run_1/clock_nets.png
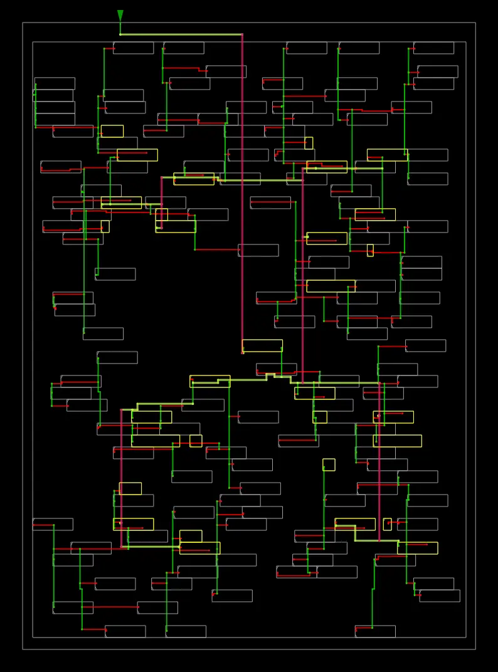
run_1/class_map.png
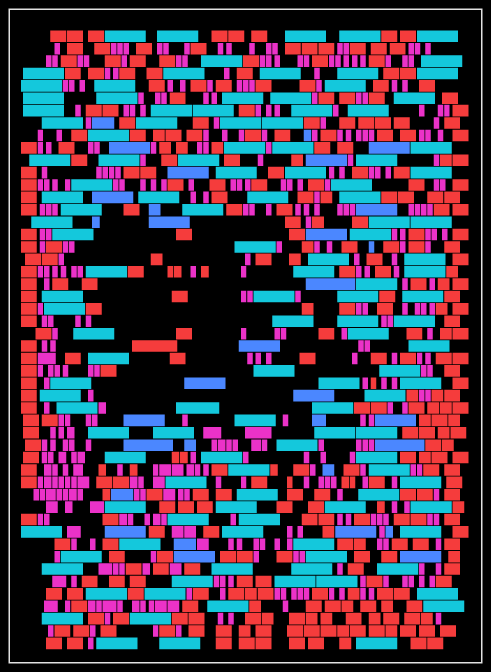
run_1/ff_map.png
Other sequential cells in the stronger grey, the rest of the logic in the fainter grey.
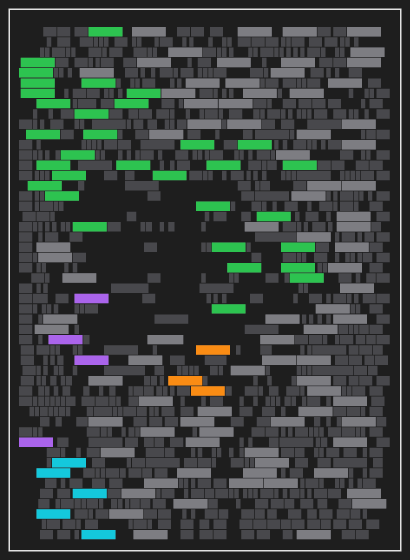
--- config.mk ---
export PLATFORM = sky130hd
export DESIGN_NAME = rtype_exec_sequencer
export DESIGN_NICKNAME = d
export VERILOG_FILES = /design/src/rtl/rtype_exec_sequencer_pkg.sv /design/src/rtl/rtype_decoder.sv /design/src/rtl/rtype_exec_sequencer.sv
export SDC_FILE = /design/constraint.sdc
export NUM_CORES = 1
export LEC_CHECK = 0
export ABC_AREA = 1
export CORE_ASPECT_RATIO = 1.4
export CORE_MARGIN = 2
export CORE_UTILIZATION = 38
export DETAILED_ROUTE_END_ITERATION = 6
export GPL_TIMING_DRIVEN = 0
export HOLD_SLACK_MARGIN = 0.03
export PLACE_DENSITY = 0.79
export SLEW_MARGIN = 20
export SYNTH_ARGS = -nofsm -noshare
export SYNTH_HDL_FRONTEND = slang
export SYNTH_SLANG_ARGS = --single-unit
--- constraint.sdc ---
create_clock -name clk -period 6.7 [get_ports clk]
set_input_delay 0.67 -clock clk [delete_from_list [all_inputs] [get_ports clk]]
set_output_delay 0.67 -clock clk [all_outputs]
set_load 0.02 [all_outputs]
--- src/rtl/rtype_exec_sequencer_pkg.sv ---
// Shared constants for the R-type execute sequencer: funct codes, ALU opcodes,
// FSM state encoding and instruction field positions.
package rtype_exec_sequencer_pkg;

   localparam logic [5:0] FUNCT_SLL = 6'h00;
   localparam logic [5:0] FUNCT_SRL = 6'h02;
   localparam logic [5:0] FUNCT_SRA = 6'h03;
   localparam logic [5:0] FUNCT_ADD = 6'h20;
   localparam logic [5:0] FUNCT_SUB = 6'h22;
   localparam logic [5:0] FUNCT_AND = 6'h24;
   localparam logic [5:0] FUNCT_OR  = 6'h25;
   localparam logic [5:0] FUNCT_NOR = 6'h27;
   localparam logic [5:0] FUNCT_SLT = 6'h2A;

   localparam logic [3:0] ALU_AND = 4'b0000;
   localparam logic [3:0] ALU_OR  = 4'b0001;
   localparam logic [3:0] ALU_ADD = 4'b0010;
   localparam logic [3:0] ALU_SUB = 4'b0110;
   localparam logic [3:0] ALU_SLT = 4'b0111;
   localparam logic [3:0] ALU_NOR = 4'b1100;
   localparam logic [3:0] ALU_SRL = 4'b1101;
   localparam logic [3:0] ALU_SLL = 4'b1110;
   localparam logic [3:0] ALU_SRA = 4'b1111;

   typedef enum logic [2:0] {
      ST_IDLE,
      ST_READ,
      ST_EXEC,
      ST_WB,
      ST_FAULT
   } state_t;

   localparam int OPC_MSB   = 31;
   localparam int OPC_LSB   = 26;
   localparam int RS_MSB    = 25;
   localparam int RS_LSB    = 21;
   localparam int RT_MSB    = 20;
   localparam int RT_LSB    = 16;
   localparam int RD_MSB    = 15;
   localparam int RD_LSB    = 11;
   localparam int SHAMT_MSB = 10;
   localparam int SHAMT_LSB = 6;
   localparam int FUNCT_MSB = 5;
   localparam int FUNCT_LSB = 0;

endpackage

--- src/rtl/rtype_decoder.sv ---
// Combinational R-type decode: opcode/funct to ALU opcode, legality and
// operand-routing flags for the shift instructions.
module rtype_decoder
   import rtype_exec_sequencer_pkg::*;
(
   input  logic [5:0] opcode,
   input  logic [5:0] funct,
   output logic [3:0] alu_op,
   output logic       legal,
   output logic       swap_rt_to_a,
   output logic       is_shift
);

   always_comb begin
      alu_op       = ALU_AND;
      legal        = (opcode == 6'd0);
      swap_rt_to_a = 1'b0;
      is_shift     = 1'b0;
      case (funct)
         FUNCT_ADD: alu_op = ALU_ADD;
         FUNCT_SUB: alu_op = ALU_SUB;
         FUNCT_AND: alu_op = ALU_AND;
         FUNCT_OR:  alu_op = ALU_OR;
         FUNCT_NOR: alu_op = ALU_NOR;
         FUNCT_SLT: alu_op = ALU_SLT;
         FUNCT_SLL: begin
            alu_op   = ALU_SLL;
            is_shift = 1'b1;
         end
         // the ALU right-shifts operand A, so rt must be routed to port A
         FUNCT_SRL: begin
            alu_op       = ALU_SRL;
            is_shift     = 1'b1;
            swap_rt_to_a = 1'b1;
         end
         FUNCT_SRA: begin
            alu_op       = ALU_SRA;
            is_shift     = 1'b1;
            swap_rt_to_a = 1'b1;
         end
         default: legal = 1'b0;
      endcase
   end

endmodule

--- src/rtl/rtype_exec_sequencer.sv ---
// Multi-cycle R-type initiator driving register-file reads, the ALU and a single
// write-back. Define RTYPE_SEQ_R0_PROTECT_EN to suppress writes to register 0.
//
// state    | meaning
// ST_IDLE  | ready for an instruction
// ST_READ  | read addresses driven, rd1/rd2 captured at cycle end
// ST_EXEC  | operands to ALU, alu_result captured at cycle end
// ST_WB    | write-back pulse, done
// ST_FAULT | illegal instruction, done with err
module rtype_exec_sequencer
   import rtype_exec_sequencer_pkg::*;
#(
   parameter int DATA_W = 32,
   parameter int ADDR_W = 5
) (
   input  logic              clk,
   input  logic              rst,
   input  logic              instr_valid,
   output logic              instr_ready,
   input  logic [31:0]       instr,
   output logic [ADDR_W-1:0] rr1,
   output logic [ADDR_W-1:0] rr2,
   input  logic [DATA_W-1:0] rd1,
   input  logic [DATA_W-1:0] rd2,
   output logic [DATA_W-1:0] alu_a,
   output logic [DATA_W-1:0] alu_b,
   output logic [3:0]        alu_op,
   output logic [4:0]        alu_shamt,
   input  logic [DATA_W-1:0] alu_result,
   output logic [ADDR_W-1:0] wr,
   output logic [DATA_W-1:0] wd,
   output logic              we,
   output logic              done,
   output logic              err,
   output logic [DATA_W-1:0] result
);

   state_t              state_q, state_d;
   logic                instr_ready_q, instr_ready_d;
   logic                we_q, we_d, done_q, done_d, err_q, err_d;
   logic [ADDR_W-1:0]   rr1_q, rr1_d, rr2_q, rr2_d, wr_q, wr_d;
   logic [3:0]          alu_op_q, alu_op_d;
   logic [4:0]          alu_shamt_q, alu_shamt_d;
   logic [DATA_W-1:0]   alu_a_q, alu_a_d, alu_b_q, alu_b_d, result_q, result_d;

   logic [3:0]          dec_op;
   logic                dec_legal, dec_swap, dec_shift;

   rtype_decoder u_dec (
      .opcode       (instr[OPC_MSB:OPC_LSB]),
      .funct        (instr[FUNCT_MSB:FUNCT_LSB]),
      .alu_op       (dec_op),
      .legal        (dec_legal),
      .swap_rt_to_a (dec_swap),
      .is_shift     (dec_shift)
   );

   always_comb begin
      state_d       = state_q;
      instr_ready_d = 1'b0;
      we_d          = 1'b0;
      done_d        = 1'b0;
      err_d         = 1'b0;
      rr1_d         = rr1_q;
      rr2_d         = rr2_q;
      wr_d          = wr_q;
      alu_op_d      = alu_op_q;
      alu_shamt_d   = alu_shamt_q;
      alu_a_d       = alu_a_q;
      alu_b_d       = alu_b_q;
      result_d      = result_q;
      case (state_q)
         ST_IDLE: begin
            instr_ready_d = 1'b1;
            if (instr_valid && instr_ready_q) begin
               instr_ready_d = 1'b0;
               rr1_d       = dec_swap ? instr[RT_MSB:RT_LSB] : instr[RS_MSB:RS_LSB];
               rr2_d       = instr[RT_MSB:RT_LSB];
               wr_d        = instr[RD_MSB:RD_LSB];
               alu_op_d    = dec_op;
               alu_shamt_d = dec_shift ? instr[SHAMT_MSB:SHAMT_LSB] : 5'd0;
               if (dec_legal) begin
                  state_d = ST_READ;
               end else begin
                  state_d = ST_FAULT;
                  done_d  = 1'b1;
                  err_d   = 1'b1;
               end
            end
         end
         ST_READ: begin
            alu_a_d = rd1;
            alu_b_d = rd2;
            state_d = ST_EXEC;
         end
         ST_EXEC: begin
            result_d = alu_result;
            done_d   = 1'b1;
`ifdef RTYPE_SEQ_R0_PROTECT_EN
            we_d     = (wr_q != '0);
`else
            we_d     = 1'b1;
`endif
            state_d  = ST_WB;
         end
         ST_WB, ST_FAULT: begin
            instr_ready_d = 1'b1;
            state_d       = ST_IDLE;
         end
         default: begin
            instr_ready_d = 1'b1;
            state_d       = ST_IDLE;
         end
      endcase
   end

   always_ff @(posedge clk or posedge rst) begin
      if (rst) begin
         state_q       <= ST_IDLE;
         instr_ready_q <= 1'b1;
         we_q          <= 1'b0;
         done_q        <= 1'b0;
         err_q         <= 1'b0;
         rr1_q         <= '0;
         rr2_q         <= '0;
         wr_q          <= '0;
         alu_op_q      <= '0;
         alu_shamt_q   <= '0;
         alu_a_q       <= '0;
         alu_b_q       <= '0;
         result_q      <= '0;
      end else begin
         state_q       <= state_d;
         instr_ready_q <= instr_ready_d;
         we_q          <= we_d;
         done_q        <= done_d;
         err_q         <= err_d;
         rr1_q         <= rr1_d;
         rr2_q         <= rr2_d;
         wr_q          <= wr_d;
         alu_op_q      <= alu_op_d;
         alu_shamt_q   <= alu_shamt_d;
         alu_a_q       <= alu_a_d;
         alu_b_q       <= alu_b_d;
         result_q      <= result_d;
      end
   end

   assign instr_ready = instr_ready_q;
   assign rr1         = rr1_q;
   assign rr2         = rr2_q;
   assign alu_a       = alu_a_q;
   assign alu_b       = alu_b_q;
   assign alu_op      = alu_op_q;
   assign alu_shamt   = alu_shamt_q;
   assign wr          = wr_q;
   assign wd          = result_q;
   assign we          = we_q;
   assign done        = done_q;
   assign err         = err_q;
   assign result      = result_q;

endmodule

==> flow_metrics.tcl, run 1 <==
# metrics dict for downstream scripts
set metrics [dict create \
    worstPathRequired_ns 6.03 \
    synth-cells-yosys 601 \
    rsz0062_at_grt "false" \
    post-synth-top-count-cell "nand2_1" \
    synth_register_bits 127 \
    power.share.sequential_pct 28.8 \
    fp_nets 732 \
    cp-endpoint "instr_ready" \
    avgViaCountPerCell 4.43 \
    die_y_um 143 \
    slowest_delay_ns 0.63 \
    power_combinational_mw 2.41 \
    area_share_of_and_or_nand_nor_cells_after_synthesis_pct 27.0 \
    post_cts_resize_count 0 \
    clk_pin_slew_worst_paths_ns 0.05 \
    critPathCaptureType "output port" \
    power.switching_mw 1.82 \
    maxClockFrequency_mhz 447 \
    adder_share_pct 0 \
    final_layout_size_suffix_gt1_share_pct 10.9 \
    design_power_total_mw 4.71 \
    final_nets 1038 \
    power_density_nw_per_um2 524 \
    worst-path-max-fanout 2 \
    boundaryPins 287 \
    antenna_cells 0 \
    final-instance-count-excl-fill 1101 \
    finalCritPeriodShare_pct 33.4 \
    pin_count_of_the_biggest_net_entering_global_routing 84 \
    cpMaxStageDelayCell "clkdlybuf4s50_1" \
    synth.cellmix.compoundShare_pct 3.31 \
    highest_layer "met4" \
    wl_met1_um 5830 \
    count_of_unique_library_cells_instantiated_by_yosys 20 \
    commonest_cells_in_the_netlist "nand2_1, dfrtp_1, buf_4" \
    met3_wire_length_um 1130 \
    detailed_place.area_um2 8380 \
    dp_worst_setup_slack_ns 4.54 \
    met2_length_um 8620 \
    post-route-util_pct 66.8 \
    gp_congestion 0.836 \
    cells_along_the_critical_path "clkdlybuf4s50_1" \
    netlist_instances 601 \
    reg_to_reg_endpoint "result[0]" \
    synth.top_cells.by_area "dfrtp_1, nand2_1, buf_4" \
    hold_buf_count_cts 0 \
    globalRouteMet2Util_pct 37.1 \
    dpl.hpwl_um 12300 \
    grt.overflow.total 0 \
    combPwrFrac_pct 51.2 \
    cts-root-buf "clkbuf_16" \
    final-hold-violation-count 0 \
    power.switching_fraction_pct 38.7 \
    area_growth_pct 71.0 \
    outcome "finished clean" \
    routed-via-count 4872 \
    die-width_um 103 \
    met3_global_route_usage_pct 6.75 \
    groute.usage.overall_pct 22.2 \
    report.final.setup_viol 0 \
    logic_family "simple AND/OR/NAND/NOR gates" \
    timing.max_cap.violations 0 \
    number_of_cell_instances_on_the_worst_register_to_register_path 5 \
    post_synth_instance_area_um2 5260 \
    fin_worst_skew_ns 0.00587 \
    number_of_flops_mapped_to_enable_cells_by_yosys 0 \
    timing.critical_path.from_type "flip-flop" \
    critical_path_cell_count 1 \
    timing.critical_path.arrival_ns 1.57 \
    p_int_mw 2.89 \
    clock_power_mw 0.941 \
    power.clock.fraction_pct 20.0 \
    fp-row-count 50 \
    use_met1_pct 24.6 \
    post-synth-top-area-cell "dfrtp_1" \
    avgSynthCellArea_um2 8.74 \
    worst-path-buf-inv 1 \
    hold_ep "alu_a[10]" \
]
## Picture notes: clock_nets.png
later-pin clock latency in the skew report: 0.42 ns
Inserted Clock Buffers: 17

## Picture notes: class_map.png
legend:
  remaining logic cells:
    colour: magenta
    cells: 417
    share_of_their_area: 19%
  sequential cells:
    colour: cyan
    cells: 127
    share_of_their_area: 36%
  remaining buffers and delay cells:
    colour: red
    cells: 344
    share_of_their_area: 37%
  clock drivers and dummy loads:
    colour: blue
    cells: 31
    share_of_their_area: 6.9%

## Picture notes: ff_map.png
legend:
  alu_op:
    colour: purple
    placed_flops: 4
  state_q:
    colour: orange
    placed_flops: 3
  alu_a:
    colour: green
    placed_flops: 32
  alu_shamt:
    colour: cyan
    placed_flops: 5
    where: south-west

-- run 1: area by class of cell --
type | count | area [um^2]
fill | 1101 | 4460
sequential | 127 | 3180
timing repair buffer | 287 | 2890
multi-input combinational | 392 | 1590
clock buffer | 21 | 470
buffer | 57 | 388
tap | 182 | 228
clock inverter | 10 | 136
inverter | 25 | 101
-- run 1: cell usage in the layout (no fill, tap or decap), drive strengths merged, types with 3 or more instances in the layout --
master,count
nand2,339
clkdlybuf4s50,286
dfrtp,126
buf,54
inv,25
clkbuf,25
nor2,16
o21ai,13
nand3,7
o211ai,7
o21a,5
clkinv,4
bufinv,3
clkinvlp,3
-- run 1: cells by family after synthesis --
group | Yosys count
flip-flops | 127
AND/OR/NAND/NOR | 367
AND-OR/OR-AND | 25
buffers and inverters | 82
run_1/clock_wires.png
Bar = 20 um.
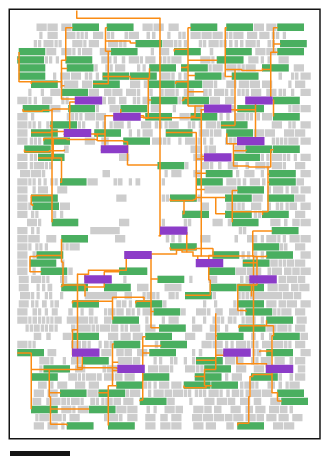

==> run 2, diff against run 1 <==
Clock period 6.7 ns to 2.1 ns, I/O delays scaled along.
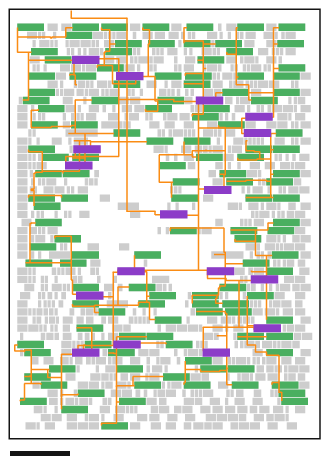
run_2/clock_wires.png
Bar = 20 um.
legend:
  clock wires:
    colour: orange
    length: 1,640 um
  flip-flops:
    colour: green
    count: 127
  clock-net drivers:
    colour: purple
    count: 17
routed clock nets: 18
flops lie: spread over the die

==> run 2 against run 1 <==
  * First-iteration DRC count down 6.2%
  * Register-to-register slack worse by 4.6 ns
  * Die size unchanged
  * Synthesized cell count unchanged
  * Power rose to 3.1 times the previous value
  * Sequential power rose to 3.2 times the previous value
  * Global-route usage up 0.55 points
  * Sequential cell count unchanged
  * Largest cell class unchanged
  * Highest routed layer unchanged
==> flow_metrics.tcl, run 2 <==
# metrics dict for downstream scripts
set metrics [dict create \
    synth.top_cells.by_area "dfrtp_1, nand2_1, buf_4" \
    layout.non_clock_inverters 25 \
    cp-endpoint "wd[18]" \
    boundaryPins 287 \
    grt_antenna_before_repair 0 \
    logic_gates 392 \
    count_of_unique_library_cells_instantiated_by_yosys 20 \
    flop_area_um2 3180 \
    crit_path_start "result[18]" \
    clk_pin_slew_worst_paths_ns 0.05 \
    die_y_um 143 \
    avgViaCountPerCell 4.45 \
    final-comb-area_um2 1590 \
    layout_setup_ws_ns 0.339 \
    drt-total-wl_um 16500 \
    cts_inserted_buffers 17 \
    number_of_flops_mapped_to_enable_cells_by_yosys 0 \
    dp_worst_setup_slack_ns 0.414 \
    timing.critical_path.arrival_ns 1.55 \
    num-fill-cells 1091 \
    post_synth_instance_area_um2 5260 \
    post-synth-top-area-cell "dfrtp_1" \
    fp_nets 732 \
    finalInstanceArea_um2 8980 \
    final_layout_setup_total_negative_slack_ns 0 \
    outcome "finished clean" \
    grt.overflow.total 0 \
    critical_path_cell_count 2 \
    routed-via-count 4912 \
    design_power_total_mw 14.8 \
    worstPathRequired_ns 1.89 \
    synth-cells-yosys 601 \
    power.static_leakage_nw 4.41 \
    leading_cell_type_in_the_layout_fill_and_taps_excluded "nand2_1" \
    signal_buffer_area_fraction_pct 37.1 \
    final-instance-count-excl-fill 1104 \
    floorplan.core_area_um2 13500 \
    final_nets 1041 \
    n_tap_cell 182 \
    number_of_cell_instances_on_the_worst_register_to_register_path 8 \
    area_growth_pct 70.8 \
    cts_htree_levels 4 \
    netlist_instances 601 \
    postCtsSetupBuffers 0 \
    post_cts_resize_count 0 \
    later_pin_clock_latency_in_the_skew_report_ns 0.41 \
    final_cell_mix "nand2_1, clkdlybuf4s50_1, dfrtp_1" \
    post-synth-top-count-cell "nand2_1" \
    die-width_um 103 \
    cells_along_the_critical_path "buf_4 -> clkdlybuf4s50_1" \
    post-route-util_pct 66.7 \
    yosysWarnings 0 \
    power_density_nw_per_um2 1650 \
    drc_errors 0 \
    finalCritPeriodShare_pct 83.9 \
    worst-path-max-fanout 3 \
    area_dominant_class "buffers" \
    commonest_cells_in_the_netlist "nand2_1, dfrtp_1, buf_4" \
    critical_path_class "flip-flop to output port" \
    timing.critical_path.from_type "flip-flop" \
    antenna_cells 0 \
    final-hold-violation-count 0 \
    sequential_cell_count 127 \
    hold_buf_count_cts 0 \
    cts.sink_count 127 \
    first_global_vias 4881 \
    detailedRoute.firstIterationViolations 137 \
    clock_tree_from_tritoncts "yes" \
    slowest_delay_ns 0.59 \
    cpLargestDelayFamily "buffers and inverters" \
    ctsLongestPathBuffers 2 \
    synthDominantCellAreaShare_pct 60.0 \
    final_layout_size_suffix_gt1_share_pct 10.7 \
    max-slew-margin-rel_pct 67.7 \
    reg_to_reg_endpoint "alu_a[5]" \
    final.signal_buffer_count 347 \
    critPathCaptureType "output port" \
    cts-root-buf "clkbuf_16" \
    comb_share_pct 17.8 \
    pin_count_of_the_biggest_net_entering_global_routing 34 \
    maxClockFrequency_mhz 568 \
    final.min_clock_period_ns 1.76 \
    synth_register_bits 127 \
    dpl.hpwl_um 12700 \
    cpMaxStageDelayCell "clkdlybuf4s50_1" \
    dp.cells 1073 \
    rsz0062_at_grt "false" \
    report.final.setup_viol 0 \
    groute.usage.overall_pct 22.7 \
    fin_hold_ws_ns 0.173 \
    layout.clock.cell_area_share_pct 6.10 \
    postSynth.asyncResetShare_pct 100 \
    worstMarginPinSlew_ns 0.484 \
    fp-row-count 50 \
    worst-path-buf-inv 2 \
    yosys.stat.seqShare_pct 60.5 \
    wire_per_inst_um 15.0 \
    seqAreaFraction_pct 35.4 \
    gp_congestion 0.824 \
    clockBufferCount 23 \
    detailed_place.area_um2 8430 \
    timing.max_cap.violations 0 \
    avgSynthCellArea_um2 8.74 \
    openroad.warnings 26 \
]
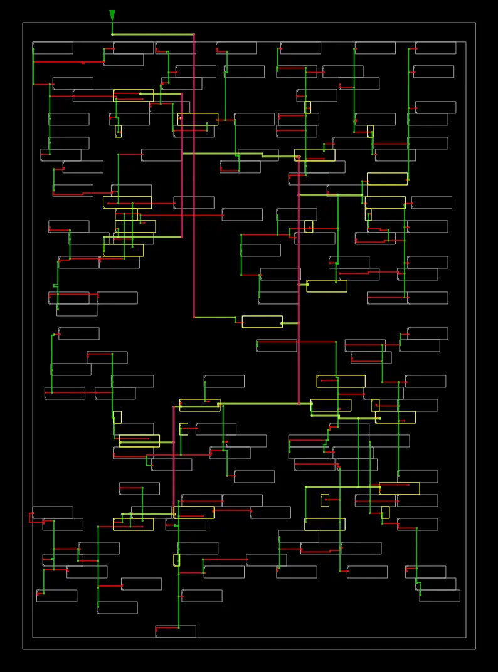
run_2/clock_nets.png
clock network power: 2.76 mW
Worst Clk Skew: 0.00547 ns

run 2: cell counts after synthesis:
Identical to the previous run, type by type.
run 2: cell families after synthesis:
kind of cell | after synthesis | share of synthesized area, %
AND-OR/OR-AND | 25 | 3.31
buffers and inverters | 82 | 9.17
flip-flops | 127 | 60.5
AND/OR/NAND/NOR | 367 | 27.0
run 2: layer usage:
layer | share of wire (%) | vias up | track usage [%] | wire, um
met5 | 0 | - | 0 | 0
met4 | 4.8 | 0 | 12.7 | 796
met3 | 7.2 | 54 | 7.00 | 1190
met2 | 52 | 196 | 38.1 | 8630
met1 | 36 | 2250 | 25.1 | 5910
li1 | - | 2412 | - | -
run 2: where the power goes:
part | switching, mW | internal, mW
Combinational | 4.05 | 3.66
Sequential | 0.725 | 3.62
Clock | 1.00 | 1.76
Power and IR drop assume default switching activity.
